<file path="src/rtl/audio_frame_sequencer_if.sv">
// rtl/audio_frame_sequencer_if.sv - control and tick/step bundle for the audio frame sequencer
interface audio_frame_sequencer_if #(
  parameter int STEP_W   = 3,
  parameter int NUM_TAPS = 3
);
  logic                enable;
  logic                restart;
  logic                ext_tick;
  logic [STEP_W-1:0]   step;
  logic                base_tick;
  logic [NUM_TAPS-1:0] tap_tick;
  logic [NUM_TAPS-1:0] tap_level;
  logic                wrap;

  modport master (
    output enable, restart, ext_tick,
    input  step, base_tick, tap_tick, tap_level, wrap
  );

  modport slave (
    input  enable, restart, ext_tick,
    output step, base_tick, tap_tick, tap_level, wrap
  );
endinterface

</file>
<file path="src/rtl/audio_frame_sequencer.sv">
// rtl/audio_frame_sequencer.sv - prescaled step counter with binary-divided tap pulses and levels
module audio_frame_sequencer #(
  parameter int PRESCALE = 32768,
  parameter int STEP_W   = 3,
  parameter int NUM_TAPS = 3,
  parameter int EXT_TICK = 0
) (
  input  logic                    clock,
  input  logic                    reset,
  audio_frame_sequencer_if.slave  bus
);
  localparam int PRE_W = (PRESCALE > 1) ? $clog2(PRESCALE) : 1;
  localparam logic [PRE_W-1:0] PRE_LAST = PRE_W'(PRESCALE - 1);

  logic [PRE_W-1:0]    pre_cnt;
  logic [STEP_W-1:0]   step_q;
  logic                base_tick_q;
  logic [NUM_TAPS-1:0] tap_tick_q;
  logic                wrap_q;

  logic                tick;
  logic [STEP_W-1:0]   step_next;
  logic [NUM_TAPS-1:0] tap_next;
  logic                low_zero;

  always_comb begin
    tick = 1'b0;
    if (EXT_TICK != 0) begin
      tick = bus.enable & bus.ext_tick;
    end else begin
      tick = bus.enable & (pre_cnt == PRE_LAST);
    end
    step_next = step_q + STEP_W'(1);
    // tap k fires when the low k+1 bits of the new step are all zero
    low_zero = 1'b1;
    tap_next = '0;
    for (int k = 0; k < NUM_TAPS; k++) begin
      low_zero    = low_zero & ~step_next[k];
      tap_next[k] = low_zero;
    end
  end

  always_ff @(posedge clock or posedge reset) begin
    if (reset) begin
      pre_cnt     <= '0;
      step_q      <= '0;
      base_tick_q <= 1'b0;
      tap_tick_q  <= '0;
      wrap_q      <= 1'b0;
    end else if (bus.restart) begin
      pre_cnt     <= '0;
      step_q      <= '0;
      base_tick_q <= 1'b0;
      tap_tick_q  <= '0;
      wrap_q      <= 1'b0;
    end else begin
      base_tick_q <= 1'b0;
      tap_tick_q  <= '0;
      wrap_q      <= 1'b0;
      if (EXT_TICK == 0 && bus.enable) begin
        pre_cnt <= tick ? '0 : pre_cnt + PRE_W'(1);
      end
      if (tick) begin
        step_q      <= step_next;
        base_tick_q <= 1'b1;
        tap_tick_q  <= tap_next;
        wrap_q      <= (step_next == '0);
      end
    end
  end

  assign bus.step      = step_q;
  assign bus.base_tick = base_tick_q;
  assign bus.tap_tick  = tap_tick_q;
  assign bus.tap_level = step_q[NUM_TAPS-1:0];
  assign bus.wrap      = wrap_q;
endmodule

</file>
<file path="src/flat_wrapper.sv">
// flat-port wrapper written by rule: the top's interface ports become plain ports
module audio_frame_sequencer_flat 
#(
  parameter int PRESCALE = 32768,
  parameter int STEP_W   = 3,
  parameter int NUM_TAPS = 3,
  parameter int EXT_TICK = 0
)
  (clock, reset, bus_enable, bus_restart, bus_ext_tick, bus_step, bus_base_tick, bus_tap_tick, bus_tap_level, bus_wrap);
  audio_frame_sequencer_if #(.STEP_W(STEP_W), .NUM_TAPS(NUM_TAPS)) bus_i ();
  input  logic clock;
  input  logic reset;
  input wire logic [$bits(bus_i.enable)-1:0] bus_enable;
  input wire logic [$bits(bus_i.restart)-1:0] bus_restart;
  input wire logic [$bits(bus_i.ext_tick)-1:0] bus_ext_tick;
  output wire logic [$bits(bus_i.step)-1:0] bus_step;
  output wire logic [$bits(bus_i.base_tick)-1:0] bus_base_tick;
  output wire logic [$bits(bus_i.tap_tick)-1:0] bus_tap_tick;
  output wire logic [$bits(bus_i.tap_level)-1:0] bus_tap_level;
  output wire logic [$bits(bus_i.wrap)-1:0] bus_wrap;
  assign bus_i.enable = bus_enable;
  assign bus_i.restart = bus_restart;
  assign bus_i.ext_tick = bus_ext_tick;
  assign bus_step = bus_i.step;
  assign bus_base_tick = bus_i.base_tick;
  assign bus_tap_tick = bus_i.tap_tick;
  assign bus_tap_level = bus_i.tap_level;
  assign bus_wrap = bus_i.wrap;
  audio_frame_sequencer #(.PRESCALE(PRESCALE), .STEP_W(STEP_W), .NUM_TAPS(NUM_TAPS), .EXT_TICK(EXT_TICK)) u_core (.clock(clock), .reset(reset), .bus(bus_i));
endmodule
</file>
<file path="config.mk">
export PLATFORM = sky130hd
export DESIGN_NAME = audio_frame_sequencer_flat
export DESIGN_NICKNAME = d
export VERILOG_FILES = /design/src/rtl/audio_frame_sequencer_if.sv /design/src/rtl/audio_frame_sequencer.sv /design/src/flat_wrapper.sv
export SDC_FILE = /design/constraint.sdc
export NUM_CORES = 1
export LEC_CHECK = 0
export CORE_MARGIN = 4
export CORE_UTILIZATION = 45
export DETAILED_ROUTE_END_ITERATION = 10
export PLACE_DENSITY = 0.69
export SETUP_SLACK_MARGIN = 0.2
export SYNTH_ARGS = -nofsm -noshare
export SYNTH_HDL_FRONTEND = slang
export SYNTH_SLANG_ARGS = --single-unit
</file>
<file path="constraint.sdc">
create_clock -name clock -period 2.53 [get_ports clock]
set_clock_uncertainty 0.05 [all_clocks]
set_input_delay 0.6325 -clock clock [delete_from_list [all_inputs] [get_ports clock]]
set_output_delay 0.6325 -clock clock [all_outputs]
set_load 0.01 [all_outputs]
</file>
Run 1, gate families picked out:
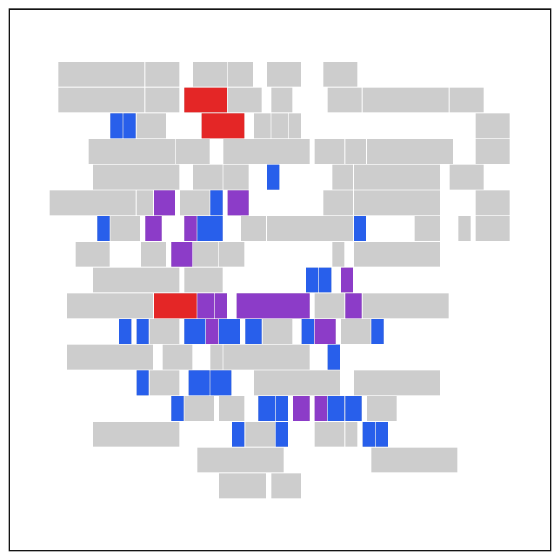
[adder and majority cells] red | cells: 3
[NOR gates] blue | cells: 29
[NAND gates] purple | cells: 14
Comb area share: 36.3%
non-filler instance count after layout: 149
Commonest Layout Cell: dfrtp_1

Run 1, met1 routing:
Supply wires on this layer in gray.
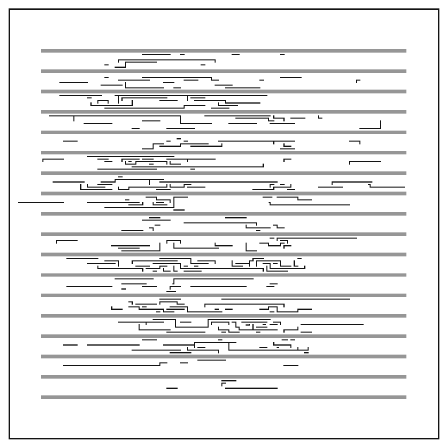
share of all routed wire: 47%
main direction: horizontal
nets with wire on the layer: 113
longest straight run: 20.2 um
met1 Use GR: 16.7%
drt total wl: 1840 um
vias: 756

==> flow_summary.ini, run 1 <==
; yosys + openroad results
[status]
status = complete, no violations

[timing]
grt_setup_unrepaired = false
max_freq_mhz = 482
timing.final.crit_period_ps = 2070
drv_slew = 0
period_used_pct = 82.0
setup_tns_ps = 0
hold_viol_final = 0
tightest_slew_ps = 627

[yosys]
postSynthCellCount = 107
flop_cell = dfrtp_1
yosys.area.top_type_share_pct = 50.7
syn_nets = 115
ys_sh_mux_pct = 0.922
ys_seq_share_pct = 50.7
ys_sh_simple_pct = 22.4
common_cells = 22 x dfrtp_1, 20 x nor2_1, 13 x xnor2_1
ys_area_um2 = 1090
synthAdderAreaFrac_pct = 3.46
syn_area_um2 = 1090
netlist_logic_family_top = simple AND/OR/NAND/NOR gates
yosysTopAreaCell = dfrtp_1
async_reset_ff_share_pct = 100
yosys_cells = 107
synth.avg_cell_area_um2 = 10.1
yosysMostFrequentCell = dfrtp_1
synth_flop_count = 22
ys_sh_aoi_pct = 3.69
ys_types = 28
top_cells_by_area = dfrtp_1 51%, xnor2_1 10%, nor2_1 6.9%
synth-edff-count = 0

[power]
p_leak_nw = 0.536
switching_share_pct = 21.3
pg_comb_uw = 30.7
ir_worst_vdd_uv = 256
pg_seq_uw = 358
power_frac_comb_pct = 5.3
p_per_area_nw_per_um2 = 455
p_sw_uw = 124
power_leader = registers
intPower_uw = 456

[route]
drt-initial-drc-count = 10
drc = 0
ant_nets = 0
vias_per_cell = 5.07
highest_layer = met4
wl_met2_um = 853
first_pass_iters = 4
avgRoutedWirePerCell_um = 12.3

[grt]
grt_pass1_wl_um = 3250
antenna_found_initial = 0
globalRoute.busiestLayer = met2
grt_pass1_vias = 762
grtUsageMet2_pct = 19.9
grtUsageTotal_pct = 12.8
grt_overflow = 0

[setup_path]
critPathCaptureType = flop
critical_path_buf_inv_count = 1
crit_type = input pin to flop
cpLargestDelayFamily = simple AND/OR/NAND/NOR gates
startpoint_type = input pin
path_cells = clkdlybuf4s50_1 > nand4_1 > or4_4 > or3_1 > a21oi_1
crit_arrival_ps = 2260
cp_slowest_stage_delay_ps = 590

[die]
fp-utilization_pct = 48.2
fp.dieH_um = 57.1
num_rows = 17
die-area_um2 = 3260
core_um2 = 2250

[clock_tree]
clkSinkCount = 22
postCtsHoldBufs = 0
cts_tree = yes
cts_resized = 0
postCtsSetupBuffers = 0
cts_buffer_depth = 2
htreeDepth = 1
clk_pin_slew_ps = 120
cts_root_buffer = clkbuf_4
clk_latency_ps = 300

[final_layout]
fin_area_um2 = 1270
syn_to_final_growth_pct = 17.2
diodes = 0
final_cell_mix = 22 x dfrtp_1, 20 x nor2_1, 14 x clkdlybuf4s50_1, 13 x xnor2_1
nNetsFinal = 130

[flow_run]
warnings = 28
maxCapViolCount = 0

[place]
dp_hpwl_um = 1320
gp_congestion = 0.762
port_buffers = 14
Run 1, metal 3:
Bar = 20 um. Cells faint in the background.
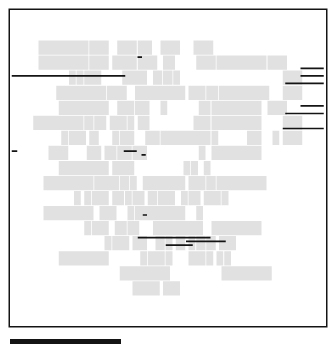
nets with wire on the layer: 12
main direction: horizontal
longest straight run: 20.2 um
wire length on this layer: 80.3 um
share of all routed wire: 4.4%
met3 Use GR: 2.04%

Run 1, clock wiring as the flow saved it:
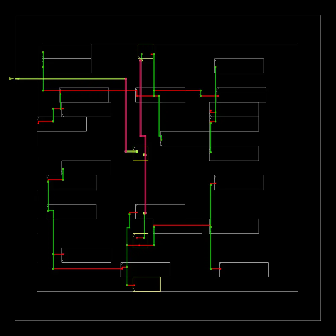
Clock net power: 191 uW
CTS buffer count: 3
Clock Buffer Count: 4

-- run 1: layout make-up --
| cell class | count | area, um^2 | area share [%] |
|---|---|---|---|
| Clock buffer | 4 | 36.3 | 2.85 |
| Inverter | 5 | 18.8 | 1.47 |
| Multi-Input combinational cell | 72 | 462 | 36.3 |
| Sequential cell | 22 | 551 | 43.3 |
| Tap cell | 28 | 35.0 | 2.75 |
| Timing Repair Buffer | 18 | 170 | 13.4 |
-- run 1: registers in the layout, indices dropped and copies added (netlist names) --
| name | count |
|---|---|
| u_core.bus.step | 3 |
| u_core.pre_cnt | 15 |
| u_core.bus.tap_tick | 3 |
| u_core.bus.base_tick | 1 |
-- run 1: final timing paths --
| check | depth (start not counted) | slack (ps) | from | end |
|---|---|---|---|---|
| hold reg to reg | 2 | 480 | u_core.pre_cnt[14] | u_core.pre_cnt[14] |
| hold / removal | 2 | 480 | u_core.pre_cnt[14] | u_core.pre_cnt[14] |
| min in group asynchronous | 3 | 600 | reset | u_core.bus.tap_tick[0] |
| setup reg to reg | 5 | 630 | u_core.pre_cnt[0] | u_core.bus.step[2] |
| setup / recovery | 5 | 460 | bus_enable | u_core.bus.step[2] |
| max in group asynchronous | 3 | 1620 | reset | u_core.pre_cnt[13] |
-- run 1: metrics by stage --
| step | setup WS, ps | hold WS, ps | power, mW | cells | utilization [%] |
|---|---|---|---|---|---|
| 3_5_place_dp | 118 | 469 | 0.396 | 145 | 54.8 |
| 6_report | 456 | 484 | 0.579 | 149 | 56.4 |
| 4_1_cts | 447 | 497 | 0.589 | 149 | 56.4 |
| 2_1_floorplan | 460 | 416 | 0.382 | 107 | - |
| 5_1_grt | 359 | 531 | 0.607 | 149 | 56.4 |
| 3_3_place_gp | 150 | 448 | 0.395 | 145 | 54.8 |
Run 1, signal wires on met2:
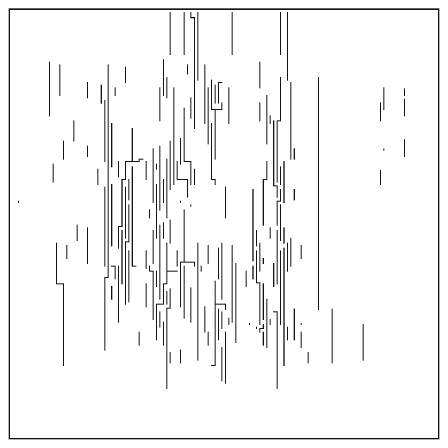

==> inputs of run 2 (changes only) <==
==> constraint.sdc (replaced) <==
create_clock -name clock -period 1.95 [get_ports clock]
set_clock_uncertainty 0.05 [all_clocks]
set_input_delay 0.4875 -clock clock [delete_from_list [all_inputs] [get_ports clock]]
set_output_delay 0.4875 -clock clock [all_outputs]
set_load 0.01 [all_outputs]
Run 2, signal wires on met2:
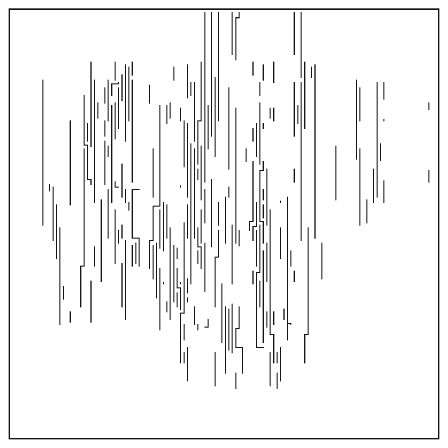
wire length on this layer: 1,080 um
main direction: vertical
vias: 820
drt total wl: 2090 um
met2 GRT Util: 24.1%

Run 2, metal 3:
Bar = 20 um. Cells faint in the background.
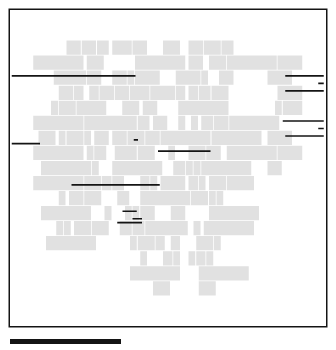
share of all routed wire: 4.2%
longest straight run: 22.1 um
nets with wire on the layer: 12
main direction: horizontal
wire length on this layer: 88.3 um
met3 Use GR: 4.98%

==> flow_summary.ini, run 2 <==
; yosys + openroad results
[status]
status = complete, no violations

[clock_tree]
cts_buffer_depth = 2
clkSinkCount = 22
cts_tree = yes
htreeDepth = 1
cts_root_buffer = clkbuf_4
postCtsHoldBufs = 0
cts_buffers = 3
clk_latency_ps = 310
clk_pin_slew_ps = 120

[die]
core_um2 = 2250
num_rows = 17
die-area_um2 = 3260
fp.dieH_um = 57.1
fp-utilization_pct = 48.2

[yosys]
common_cells = 22 x dfrtp_1, 20 x nor2_1, 13 x xnor2_1
top_cells_by_area = dfrtp_1 51%, xnor2_1 10%, nor2_1 6.9%
async_reset_ff_share_pct = 100
syn_nets = 115
yosysMostFrequentCell = dfrtp_1
ys_area_um2 = 1090
yosysTopAreaCell = dfrtp_1
yosys_cells = 107
flop_cell = dfrtp_1
synth-edff-count = 0
synth.avg_cell_area_um2 = 10.1
yosys.area.top_type_share_pct = 50.7
ys_seq_share_pct = 50.7
synth_flop_count = 22
postSynthCellCount = 107
ys_types = 28

[final_layout]
diodes = 0
largest-register = u_core.pre_cnt
fin_area_um2 = 1400
mostFrequentLayoutCell = dfrtp_1
final_cell_mix = 21 x dfrtp_1, 20 x nor2_1, 18 x buf_4, 13 x xnor2_1
largest_reg_flops = 15
nNetsFinal = 144
fin_util_pct = 62.2

[timing]
tightest_slew_ps = 466
grt_setup_unrepaired = true
whs_ps = 451
period_used_pct = 92.5
hold_viol_final = 0
timing.final.crit_period_ps = 1800
drv_slew = 0
setup_tns_ps = 0

[setup_path]
crit_type = flop to flop
crit_arrival_ps = 1990
r2r_cells = 5
startpoint_type = flop
critPathCaptureType = flop

[place]
port_buffers = 14
gp_congestion = 0.826

[power]
switching_share_pct = 21.7
finalPower_uw = 765
p_per_area_nw_per_um2 = 546
power_frac_comb_pct = 6.8
pg_seq_uw = 463
clock_power_uw = 250
p_sw_uw = 166
p_leak_nw = 0.743
intPower_uw = 599
pg_comb_uw = 52.1
ir_worst_vdd_uv = 558
power_leader = registers

[grt]
grt_pass1_wl_um = 3550
grt_overflow = 0
grt_pass1_vias = 796
antenna_found_initial = 0
grtUsageTotal_pct = 14.0

[flow_run]
maxCapViolCount = 0
warnings = 31

[route]
first_pass_iters = 4
drt-initial-drc-count = 23
ant_nets = 0
vias_per_cell = 5.03
avgRoutedWirePerCell_um = 12.8
drc = 0
Run 2, met1 routing:
Supply wires on this layer in gray.
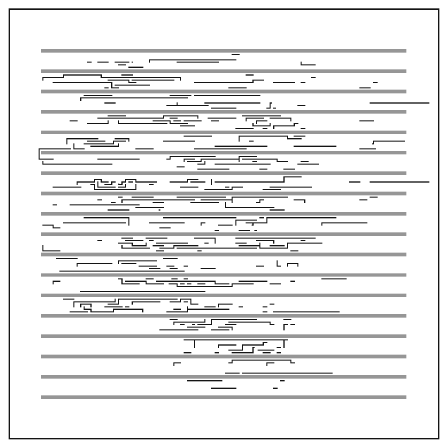
met1 Use GR: 16.6%

run 2: final timing paths:
check / start / end / slack [ps]
worst max-delay path: u_core.pre_cnt[0] / u_core.bus.step[2] / 150
worst min-delay path: reset / u_core.pre_cnt[8] / 450
worst max register to register: u_core.pre_cnt[0] / u_core.bus.step[2] / 150
worst min register to register: u_core.pre_cnt[14] / u_core.pre_cnt[14] / 490
max in group asynchronous: reset / u_core.bus.step[0] / 1170
min in group clock: u_core.pre_cnt[14] / u_core.pre_cnt[14] / 490
run 2: logic make-up (layout without fill, tap and decap cells):
group,count (synthesis),count (layout),synth area share [%]
buffers and inverters,13,41,6.80
multiplexers,1,1,0.922
flip-flops,22,22,50.7
AND-OR/OR-AND,6,6,3.69
XOR/XNOR,15,15,12.1
adder cells (fa/ha/maj),3,3,3.46
AND/OR/NAND/NOR,47,47,22.3
run 2: per-stage QoR:
step	cells	worst slack [ps]
finish	163	146
global route	163	81.2
CTS	162	145
detailed placement	150	-276
global placement	150	-240
floorplan	107	77.7
run 2: worst max-delay path, stage by stage, from the launching register on:
cell and delay, ps:
dfrtp_1 380, ha_2 180, nand4_1 80, or4_4 570, or3_1 330, a21oi_1 130
run 2: repair_timing:
item / CTS / global route
gates resized: 8 / 8
buffers inserted: 8 / 1
endpoints found under the setup margin: 26 / 25
pin swaps: 2 / 0
cloned: 0 / 0
run 2: final cells by class:
cell class / count / area (um^2)
Inverter: 5 / 18.8
Timing Repair Buffer: 32 / 283
Sequential cell: 22 / 552
Multi-Input combinational cell: 72 / 477
Tap cell: 28 / 35.0
Fill cell: 181 / 853
Clock buffer: 4 / 36.3
run 2: metal layers:
layer | global-route usage [%] | routed length, um
met1 | 16.6 | 908
met2 | 24.1 | 1080
met3 | 4.98 | 88
met4 | 3.64 | 11
met5 | 0 | 0
Power and IR drop assume default switching activity.
